Figure 1. Signal wires by layer (run 1).
The bar under the picture is 50 µm long.
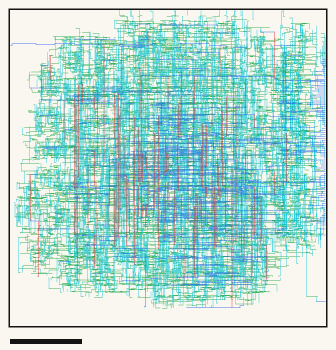
Figure 2. Routing congestion map (run 1).
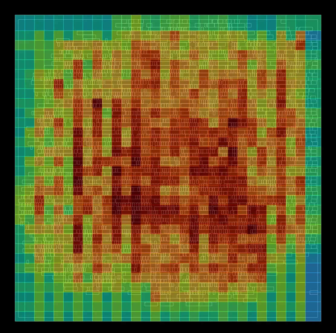
Figure 3. Zoomed window (run 1).
The bar under the picture is 5 µm long. Region (99, 143) to (119, 163) µm. Cells in gray, sequential cells in the stronger gray; small squares are vias.
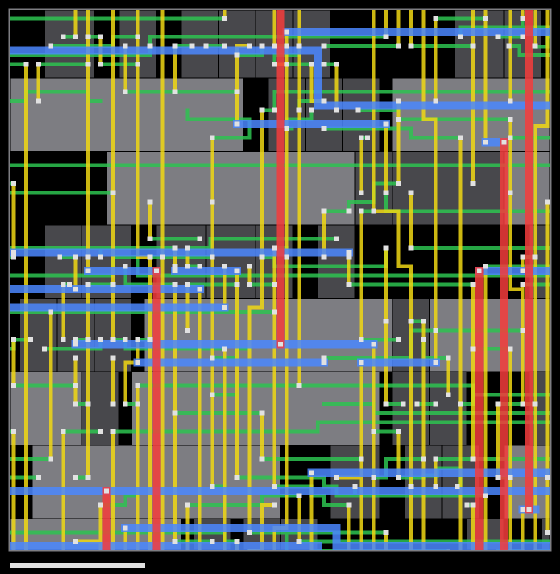
<file path="src/rtl/dram_cmd_sched.sv">
// In-order DDR4 command scheduler: one request at a time, open-row table,
// PRE/ACT/RD/WR sequencing with tRP, tRCD and per-bank tRAS enforcement.
module dram_cmd_sched #(
  parameter int unsigned T_RCD   = 24,
  parameter int unsigned T_RP    = 24,
  parameter int unsigned T_RAS   = 52,
  parameter int unsigned T_CL    = 24,
  parameter int unsigned T_CWL   = 20,
  parameter int unsigned T_BURST = 4,
  parameter int unsigned CNT_W   = 8
) (
  input  logic        clk,
  input  logic        rst_n,
  input  logic        req_valid,
  output logic        req_ready,
  input  logic [1:0]  req_op,
  input  logic [32:0] req_addr,
  output logic        cmd_valid,
  output logic [2:0]  cmd_type,
  output logic [1:0]  cmd_bg,
  output logic [1:0]  cmd_ba,
  output logic [14:0] cmd_row,
  output logic [9:0]  cmd_col,
  output logic        done_valid,
  output logic [1:0]  done_op,
  output logic [32:0] done_addr
);

  localparam logic [2:0] S_IDLE      = 3'd0;
  localparam logic [2:0] S_PRE       = 3'd1;
  localparam logic [2:0] S_WAIT_RP   = 3'd2;
  localparam logic [2:0] S_ACT       = 3'd3;
  localparam logic [2:0] S_WAIT_RCD  = 3'd4;
  localparam logic [2:0] S_CAS       = 3'd5;
  localparam logic [2:0] S_WAIT_DATA = 3'd6;

  localparam logic [2:0] CMD_NOP = 3'd0;
  localparam logic [2:0] CMD_ACT = 3'd1;
  localparam logic [2:0] CMD_PRE = 3'd2;
  localparam logic [2:0] CMD_RD  = 3'd3;
  localparam logic [2:0] CMD_WR  = 3'd4;

  localparam logic [CNT_W-1:0] ONE    = CNT_W'(1);
  localparam logic [CNT_W-1:0] RP_LD  = CNT_W'(T_RP);
  localparam logic [CNT_W-1:0] RCD_LD = CNT_W'(T_RCD);
  localparam logic [CNT_W-1:0] RAS_LD = CNT_W'(T_RAS);
  localparam logic [CNT_W-1:0] RD_LAT = CNT_W'(T_CL + T_BURST);
  localparam logic [CNT_W-1:0] WR_LAT = CNT_W'(T_CWL + T_BURST);

  logic [2:0]       state, next_state;
  logic [1:0]       op_q;
  logic [32:0]      addr_q;
  logic [CNT_W-1:0] tmr;

  logic             bank_open [16];
  logic [14:0]      bank_row  [16];
  logic [CNT_W-1:0] bank_ras  [16];

  logic [32:0]      sel_addr;
  logic [1:0]       sel_op;
  logic [3:0]       sel_bank;
  logic [14:0]      sel_row;
  logic [9:0]       sel_col;
  logic             issue_pre, issue_act, issue_cas;

  assign req_ready = (state == S_IDLE);

  // Commands are registered, so decisions for the next cycle use the incoming
  // request while idle and the latched request otherwise.
  always_comb begin
    sel_addr = (state == S_IDLE) ? req_addr : addr_q;
    sel_op   = (state == S_IDLE) ? req_op   : op_q;
    sel_bank = {sel_addr[7:6], sel_addr[9:8]};
    sel_row  = sel_addr[32:18];
    sel_col  = {sel_addr[17:10], sel_addr[5:4]};
  end

  // Next-state decode; a cmd_valid seen in S_PRE means the PRE went out this cycle.
  always_comb begin
    next_state = state;
    case (state)
      S_IDLE: begin
        if (req_valid) begin
          if (!bank_open[sel_bank])               next_state = S_ACT;
          else if (bank_row[sel_bank] == sel_row) next_state = S_CAS;
          else                                    next_state = S_PRE;
        end
      end
      S_PRE:       next_state = cmd_valid ? ((tmr <= ONE) ? S_ACT : S_WAIT_RP) : S_PRE;
      S_WAIT_RP:   next_state = (tmr <= ONE) ? S_ACT : S_WAIT_RP;
      S_ACT,
      S_WAIT_RCD:  next_state = (tmr <= ONE) ? S_CAS : S_WAIT_RCD;
      S_CAS,
      S_WAIT_DATA: next_state = done_valid ? S_IDLE : S_WAIT_DATA;
      default:     next_state = S_IDLE;
    endcase
  end

  // Issue strobes for the command that appears on the bus next cycle.
  always_comb begin
    issue_pre = (next_state == S_PRE) && (bank_ras[sel_bank] <= ONE);
    issue_act = (next_state == S_ACT);
    issue_cas = (next_state == S_CAS);
  end

  // FSM, request latch, shared spacing timer and registered command/done outputs.
  always_ff @(posedge clk or negedge rst_n) begin
    if (!rst_n) begin
      state      <= S_IDLE;
      op_q       <= '0;
      addr_q     <= '0;
      tmr        <= '0;
      cmd_valid  <= 1'b0;
      cmd_type   <= CMD_NOP;
      cmd_bg     <= '0;
      cmd_ba     <= '0;
      cmd_row    <= '0;
      cmd_col    <= '0;
      done_valid <= 1'b0;
      done_op    <= '0;
      done_addr  <= '0;
    end else begin
      state <= next_state;
      if (req_valid && req_ready) begin
        op_q   <= req_op;
        addr_q <= req_addr;
      end

      if (issue_pre)      tmr <= RP_LD;
      else if (issue_act) tmr <= RCD_LD;
      else if (issue_cas) tmr <= (sel_op == 2'd1) ? WR_LAT : RD_LAT;
      else if (tmr != '0) tmr <= tmr - ONE;

      cmd_valid <= 1'b0;
      cmd_type  <= CMD_NOP;
      if (issue_pre || issue_act || issue_cas) begin
        cmd_valid <= 1'b1;
        cmd_bg    <= sel_addr[7:6];
        cmd_ba    <= sel_addr[9:8];
      end
      if (issue_pre) cmd_type <= CMD_PRE;
      if (issue_act) begin
        cmd_type <= CMD_ACT;
        cmd_row  <= sel_row;
      end
      if (issue_cas) begin
        cmd_type <= (sel_op == 2'd1) ? CMD_WR : CMD_RD;
        cmd_col  <= sel_col;
      end

      done_valid <= ((state == S_CAS) || (state == S_WAIT_DATA)) && (tmr == ONE);
      if (((state == S_CAS) || (state == S_WAIT_DATA)) && (tmr == ONE)) begin
        done_op   <= op_q;
        done_addr <= addr_q;
      end
    end
  end

  // Open-row table; tRAS counters run down every cycle regardless of state.
  always_ff @(posedge clk or negedge rst_n) begin
    if (!rst_n) begin
      for (int unsigned i = 0; i < 16; i++) begin
        bank_open[i] <= 1'b0;
        bank_row[i]  <= '0;
        bank_ras[i]  <= '0;
      end
    end else begin
      for (int unsigned i = 0; i < 16; i++) begin
        if (issue_act && (sel_bank == 4'(i))) begin
          bank_open[i] <= 1'b1;
          bank_row[i]  <= sel_row;
          bank_ras[i]  <= RAS_LD;
        end else begin
          if (issue_pre && (sel_bank == 4'(i))) bank_open[i] <= 1'b0;
          if (bank_ras[i] != '0) bank_ras[i] <= bank_ras[i] - ONE;
        end
      end
    end
  end

endmodule
</file>
<file path="config.mk">
export PLATFORM = sky130hd
export DESIGN_NAME = dram_cmd_sched
export DESIGN_NICKNAME = d
export VERILOG_FILES = /design/src/rtl/dram_cmd_sched.sv
export SDC_FILE = /design/constraint.sdc
export NUM_CORES = 1
export LEC_CHECK = 0
export ABC_AREA = 1
export CAP_MARGIN = 5
export CORE_MARGIN = 2
export CORE_UTILIZATION = 55
export DETAILED_ROUTE_END_ITERATION = 10
export GPL_ROUTABILITY_DRIVEN = 0
export GPL_TIMING_DRIVEN = 0
export PLACE_DENSITY = 0.82
export SLEW_MARGIN = 20
export SYNTH_ARGS = -nofsm -noshare
export SYNTH_HDL_FRONTEND = slang
export SYNTH_SLANG_ARGS = --single-unit
export TNS_END_PERCENT = 30
</file>
<file path="constraint.sdc">
create_clock -name clk -period 3.7 [get_ports clk]
set_input_delay 0.925 -clock clk [delete_from_list [all_inputs] [get_ports clk]]
set_output_delay 0.925 -clock clk [all_outputs]
set_load 0.05 [all_outputs]
</file>
==> results.yml, run 1 <==
# generated from flow reports
status:
  status: "completed"
finish:
  drive_above_1_share: 0.0681
  utilization: 0.651
  synthToLayoutAreaGrowth_pct: 16.9
  logic_area_um2: 10300
  largest_class: "sequential cells"
  fillers: 3763
  diodes: 0
  seq_area_um2: 12500
  nNonClkBuffers: 286
  final_common_cell: "nand2_1"
  clkbuf_count: 82
  num-multi-input-gates: 2270
  nets: 3658
  nNonClkInverters: 493
  seq_share: 0.424
  final-nonclk-buf-share: 0.0777
  sh_comb_area: 0.350
  lay_top_cells: "nand2_1 (1302), dfrtp_1 (497), inv_1 (485)"
  design.seq.count: 499
  clkCellAreaFrac: 0.0600
clocking:
  cts_max_level: 2
  ctsRootBufferMaster: "clkbuf_16"
  hold_buffers: 0
  clk_latency_ns: 0.63
  clock_sinks: 499
  clockBufferDepth: 3
  cts.clk_slew.worst_paths_ns: 0.06
  cts_tree: "yes"
  cts_made_buffers: 52
sta:
  setup_violations: 0
  hold_violations: 0
  final.setup_skew_ns: 0.0288
  finalClockPeriodUsage: 0.983
  tightest_slew_ns: 0.685
  fin_crit_ns: 3.64
  max_freq_mhz: 275
  holdWs_ns: 0.129
  slew_headroom: 0.538
  tns_ns: 0
  slew_violations: 0
routing:
  drt_wl_total_um: 72600
  final_antenna_net_count: 0
  route.detailed.drc: 0
  num_vias: 23200
  first_pass_iters: 8
  viasPerCell: 5.47
  drt_iter0_drc: 2773
synthesis:
  synth-seq-cells: 499
  ys_cells: 3424
  netlist_instances: 3424
  synth.distinct_cells: 42
  synth_top_area_share: 0.495
  synthArstFlopShare: 1.00
  synth-edff-count: 0
  topCellsByArea: "dfrtp_1 (50%), nand2_1 (19%), o21ai_0 (7.6%), inv_1 (7.2%), nor2_1 (2.9%)"
  ff_type: "dfrtp_1"
  syn_avg_cell_area_um2: 7.37
  postSynthSeqShare: 0.495
  syn_nets: 3480
  netlist_area_um2: 25200
  synth_area_leader_cell: "dfrtp_1"
  yosys_area_um2: 25200
  ys_warn_count: 0
worst_setup_path:
  critical_path_class: "in -> reg"
  r2r-start: "state[1]"
  setup.worst_path.start: "req_addr[9]"
  critPathMaxFanout: 10
  reg2reg_slack_ns: 0.08
  critPathRequiredTime_ns: 4.20
  start_kind: "primary input"
  cp-end-kind: "flip-flop"
  worstPathArrival_ns: 4.13
floorplanning:
  floorplan.rows: 78
  initCoreUtil: 0.557
  die_w_um: 218
  tap-cell-count: 600
  io_pins: 108
  core-area_um2: 45300
  fp.dieArea_um2: 47600
  die_h_um: 218
place:
  io_buffers: 107
  dpl.hpwl_um: 50600
global_routing:
  grt_max_degree: 102
  grt_pass1_vias: 22100
  grt_overflow: 0
  grt_antenna_before_repair: 0
  grt_use_total: 0.308
  grt_pass1_wl_um: 115000
flow_run:
  warnings: 29
  drv_cap: 0
worst_hold_path:
  hold_class: "in -> async"
pwr:
  power_density_nw_per_um2: 980
  leakagePower_nw: 15.6
  irDropWorstVdd_uv: 571
About Figure 1:
color	layer	wire length
cyan	M2	33.7 mm
green	M1	27.9 mm
red	M4	4170 µm
blue	M3	6790 µm

About Figure 2:
met3 Use GR: 0.0502
grt peak-use layer: met2
WL per Instance: 17.1 µm

About Figure 3:
color	layer
blue	M3
yellow	M2
red	M4
green	M1
cells with their middle in the window	35
most frequent	nand2_1 (16)
sequential cells in the window	6
netlist names of flops here include	`bank_row` (6)

[run 1: stage by stage]
step                      power (mW)  cell area (µm²)  worst slack, ns  instances
after floorplan                 17.6            25200            0.778       3424
after global placement          21.6            27000           -20.30       4131
after detailed placement        22.0            27200            -1.27       4136
after CTS                       28.1            29100          0.00324       4229
after global routing            30.9            29500          -0.0646       4240
final                           28.9            29500           0.0641       4240
[run 1: path summary, 6_finish.rpt]
check,end,cells after the start
max,cmd_ba[0],21
min reg2reg,done_addr[2],2
max in group asynchronous,bank_ras[60],4
min in group clk,done_addr[2],2
max reg2reg,cmd_ba[0],24
min,done_addr[28],1
[run 1: cell usage after synthesis (2+ instances only)]
library cell and n:
nand2_1 1305, dfrtp_1 499, inv_1 486, o21ai_0 385, nor2_1 196, clkbuf_1 86, nand3_1 81, buf_2 62
nor3_1 33, a21oi_1 30, o21ai_1 30, xor2_1 27, o211ai_1 26, nand3b_1 25, ha_1 18, xnor2_1 17
o22ai_1 14, nand4_1 12, a31oi_1 10, nor4_1 8, or2_2 8, buf_4 7, inv_2 7, nand2_2 6
nand2_4 5, nand3_2 5, buf_1 4, mux2_2 4, nor2_2 4, o21ai_2 4, o31ai_1 4, buf_6 3
and2_1 2, nor2_4 2, or3b_2 2
[run 1: repair_timing]
action                                  4_1_cts  5_1_grt
resized                                      36      100
cloned                                        0        2
endpoints found under the setup margin       81      219
buffers inserted                              1        9
pin swaps                                     2        9
[run 1: metal layers]
metal  wire [µm]  vias up  track usage
met4        4170        0        0.180
met1       27900    10900        0.390
met5           0        -            0
li1            -    10900            -
met2       33700     1156        0.501
met3        6790      299       0.0502
[run 1: logic make-up (layout without fill, tap and decap cells)]
group                      Yosys count  in the layout  synth area share
and+or+nand+nor                   1697           1697             0.270
adders and majority gates           18             18           0.00893
buffers and inverters              655            871             0.102
muxes                                4              4           0.00179
AOI/OAI and AO/OA                  507            507             0.106
DFF                                499            499             0.495
xor gates and xnor gates            44             44            0.0153
[run 1: flip-flops by register name, indices dropped and copies added (netlist names), 3 cells and up]
| register | count |
|---|---|
| bank_open | 16 |
| cmd_type | 3 |
| tmr | 8 |
| state | 3 |
| cmd_col | 10 |
| addr_q | 33 |
| bank_ras | 128 |
| bank_row | 240 |
| done_addr | 33 |
| cmd_row | 15 |
[run 1: power breakdown]
group / switching, mW / total (mW) / internal, mW
sequential: 1.46 / 9.01 / 7.55
combinational: 9.74 / 14.4 / 4.69
clock: 2.23 / 5.46 / 3.23
total: 13.4 / 28.9 / 15.5
[run 1: critical path, cell delays in order]
cell             delay (ns)
clkdlybuf4s50_1        0.54
inv_1                  0.10
o21ai_4                0.24
buf_6                  0.24
buf_2                  0.30
nand2_1                0.10
nand2_1                0.07
nand2_1                0.06
nand2_1                0.12
nor2_1                 0.05
nand2_1                0.06
nand2_1                0.05
nor2_1                 0.17
nand2_1                0.09
nor2_1                 0.13
nand2_2                0.16
nand3_4                0.25
buf_4                  0.17
nand3_4                0.13
nand2_1                0.11
nand2_1                0.05
Figure 4. Register map, names as in the netlist (run 1).
The bar under the picture is 50 µm long.
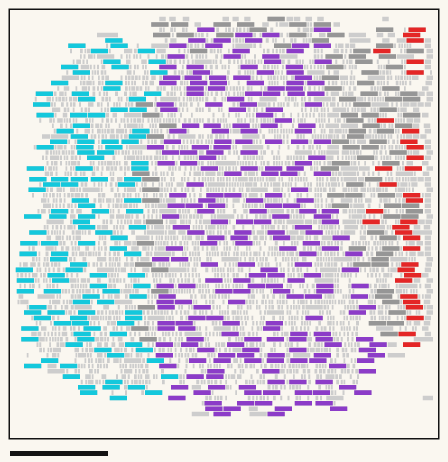

==> run 1 -> run 2 <==
- CORE_UTILIZATION: 55 -> 25
- PLACE_DENSITY: 0.82 -> 0.49
Figure 5. Register map, names as in the netlist (run 2).
The bar under the picture is 100 µm long.
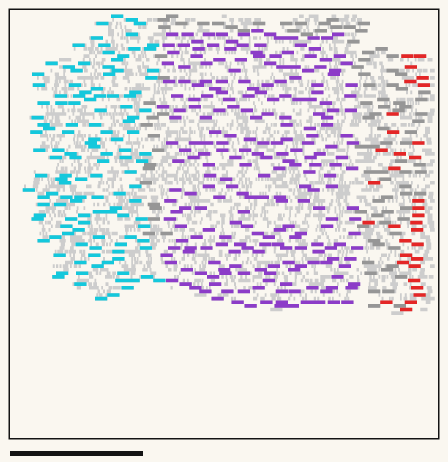
color	netlist name	flops
purple	`bank_row`	240
red	`done_addr`	33
cyan	`bank_ras`	128
not colored	98
flop share of the area: 0.407
sequential power: 8.97 mW
Core Util, Final: 0.307

==> run 2 against run 1 <==
  * Clock skew grew 0.0065 ns
  * Area after synthesis is the same
  * Largest cell class unchanged
  * First-iteration DRC count shrank 36%
  * Synthesized cell count is the same
  * Largest power group unchanged
  * Critical endpoint is now cmd_bg[1]
==> results.yml, run 2 <==
# generated from flow reports
place:
  dpl.hpwl_um: 59900
  place_inst: 4835
global_routing:
  grt_antenna_before_repair: 1
  grt_pass1_vias: 21300
  grt_max_degree: 90
  grt_use_total: 0.157
  grt_pass1_wl_um: 127000
worst_hold_path:
  hold_class: "in -> async"
synthesis:
  synth-seq-cells: 499
  synth_top_area_share: 0.495
  netlist_area_um2: 25200
  netlist_instances: 3424
  synth_area_leader_cell: "dfrtp_1"
  topCellsByArea: "dfrtp_1 (50%), nand2_1 (19%), o21ai_0 (7.6%), inv_1 (7.2%), nor2_1 (2.9%)"
  syn_avg_cell_area_um2: 7.37
  ff_type: "dfrtp_1"
  yosysMostFrequentCell: "nand2_1"
  postSynthSeqShare: 0.495
  yosys_area_um2: 25200
  ys_cells: 3424
  synthArstFlopShare: 1.00
  syn_nets: 3480
  ys_warn_count: 0
  synth.distinct_cells: 42
  netlist_top_cells_count: "nand2_1 (1305), dfrtp_1 (499), inv_1 (486)"
flow_run:
  drv_cap: 0
  warnings: 28
routing:
  route.detailed.drc: 0
  drt_wl_total_um: 81500
  drt_iter0_drc: 1776
  viasPerCell: 4.44
  first_pass_iters: 5
  num_vias: 22000
  final_antenna_net_count: 0
  wl_per_cell_um: 16.5
pwr:
  leakagePower_nw: 15.8
  power_density_nw_per_um2: 968
  power_mw: 29.7
worst_setup_path:
  cp-end-kind: "flip-flop"
  worstPathArrival_ns: 4.07
  start_kind: "primary input"
  critical_path_class: "in -> reg"
clocking:
  cts.clk_slew.worst_paths_ns: 0.06
  ctsRootBufferMaster: "clkbuf_16"
  cts_tree: "yes"
  clk_latency_ns: 0.63
  hold_buffers: 0
  clock_sinks: 499
  cts_made_buffers: 55
  cts_max_level: 2
  clockBufferDepth: 3
finish:
  lay_top_cells: "nand2_1 (1302), dfrtp_1 (498), inv_1 (486)"
  fin_cells: 4953
  diodes: 0
  nets: 3666
  top_regs: "bank_row x240, bank_ras x128"
  final_common_cell: "nand2_1"
floorplanning:
  fp.dieArea_um2: 103000
  io_pins: 108
  die_w_um: 322
  initCoreUtil: 0.252
  floorplan.rows: 116
sta:
  setup_violations: 0
  slew_violations: 0
  finalClockPeriodUsage: 0.962
  final.setup_skew_ns: 0.0353
  tns_ns: 0
  tightest_slew_ns: 0.783
  worst_slack_ns: 0.142
  fin_crit_ns: 3.56
  max_freq_mhz: 281
  slew_headroom: 0.474
status:
  status: "completed"
run 2: netlist changes by cell type in the layout (fill, tap and decap cells not counted), moves of 4 or more:
cell      previous run  this run
buf_4               17        32
buf_2               31        22
nor2_1             190       184
clkbuf_2            11        17
o21ai_1             38        34
o21ai_4              3         8
clkbuf_1            88        75
clkbuf_4            10        16
clkinv_2             4        11
run 2: metal layers:
| metal | vias to the layer above | track usage | part of all wire |
|---|---|---|---|
| li1 | 10900 | - | - |
| met1 | 10500 | 0.220 | 0.47 |
| met2 | 444 | 0.253 | 0.45 |
| met3 | 112 | 0.0254 | 0.053 |
| met4 | 0 | 0.0405 | 0.022 |
| met5 | - | 0 | 0 |
run 2: layout make-up:
class / count / area [µm²]
Buffer: 162 / 946
Clock buffer: 80 / 1650
Clock inverter: 22 / 284
Fill cell: 10900 / 69300
Inverter: 493 / 1860
Multi-Input combinational cell: 2270 / 10500
Sequential cell: 499 / 12500
Tap cell: 1298 / 1620
Timing Repair Buffer: 129 / 1390
run 2: stage by stage:
| stage | cell area, µm² | hold slack [ns] | util |
|---|---|---|---|
| finish | 30700 | 0.148 | 0.307 |
| global route | 30700 | 0.143 | 0.307 |
| CTS | 30400 | 0.131 | 0.304 |
| detailed placement | 28100 | 0.450 | 0.281 |
| global placement | 27900 | 0.444 | 0.279 |
| floorplan | 25200 | 0.436 | - |
run 2: cell families (layout without fill, tap and decap cells):
kind of cell | count (synthesis) | count (layout) | synth area share
simple gates | 1697 | 1697 | 0.270
buf+inv | 655 | 886 | 0.102
compound gates | 507 | 507 | 0.106
flops | 499 | 499 | 0.495
xor+xnor | 44 | 44 | 0.0153
fa+ha+maj | 18 | 18 | 0.00893
mux | 4 | 4 | 0.00179
run 2: worst paths after layout:
| kind | from | to | slack (ns) | depth (start not counted) |
|---|---|---|---|---|
| setup / recovery | req_addr[6] | cmd_bg[1] | 0.14 | 20 |
| hold / removal | rst_n | done_addr[27] | 0.15 | 1 |
| setup reg to reg | state[0] | cmd_bg[1] | 0.17 | 24 |
| hold reg to reg | addr_q[3] | done_addr[3] | 0.46 | 2 |
| max in group asynchronous | rst_n | bank_ras[121] | 1.88 | 4 |
| min in group clk | addr_q[3] | done_addr[3] | 0.46 | 2 |
run 2: worst max-delay path: stages:
cell and delay [ns]:
clkdlybuf4s50_1 0.49, inv_1 0.09, o21ai_4 0.39, inv_2 0.06, nor2_2 0.28, clkbuf_4 0.31, nand2_1 0.07, nand2_1 0.08
nor2_1 0.05, nand2_1 0.10, nand2_1 0.07, nor2_1 0.11, nand2_1 0.10, nor2_1 0.19, nand2_4 0.13, nand3_4 0.19
buf_4 0.15, nand3_4 0.13, nand2_1 0.11, nand2_1 0.05
run 2: report_power, final:
group	internal (mW)	switching (mW)
Combinational	4.83	10.0
Clock	3.51	2.40
Sequential	7.55	1.42
Total	15.9	13.8
run 2: repair_timing:
action	in CTS	in global routing
pin swaps	5	10
endpoints found under the setup margin	415	304
buffers inserted	6	10
gates resized	72	118
Power is estimated from default activity; no workload was simulated.
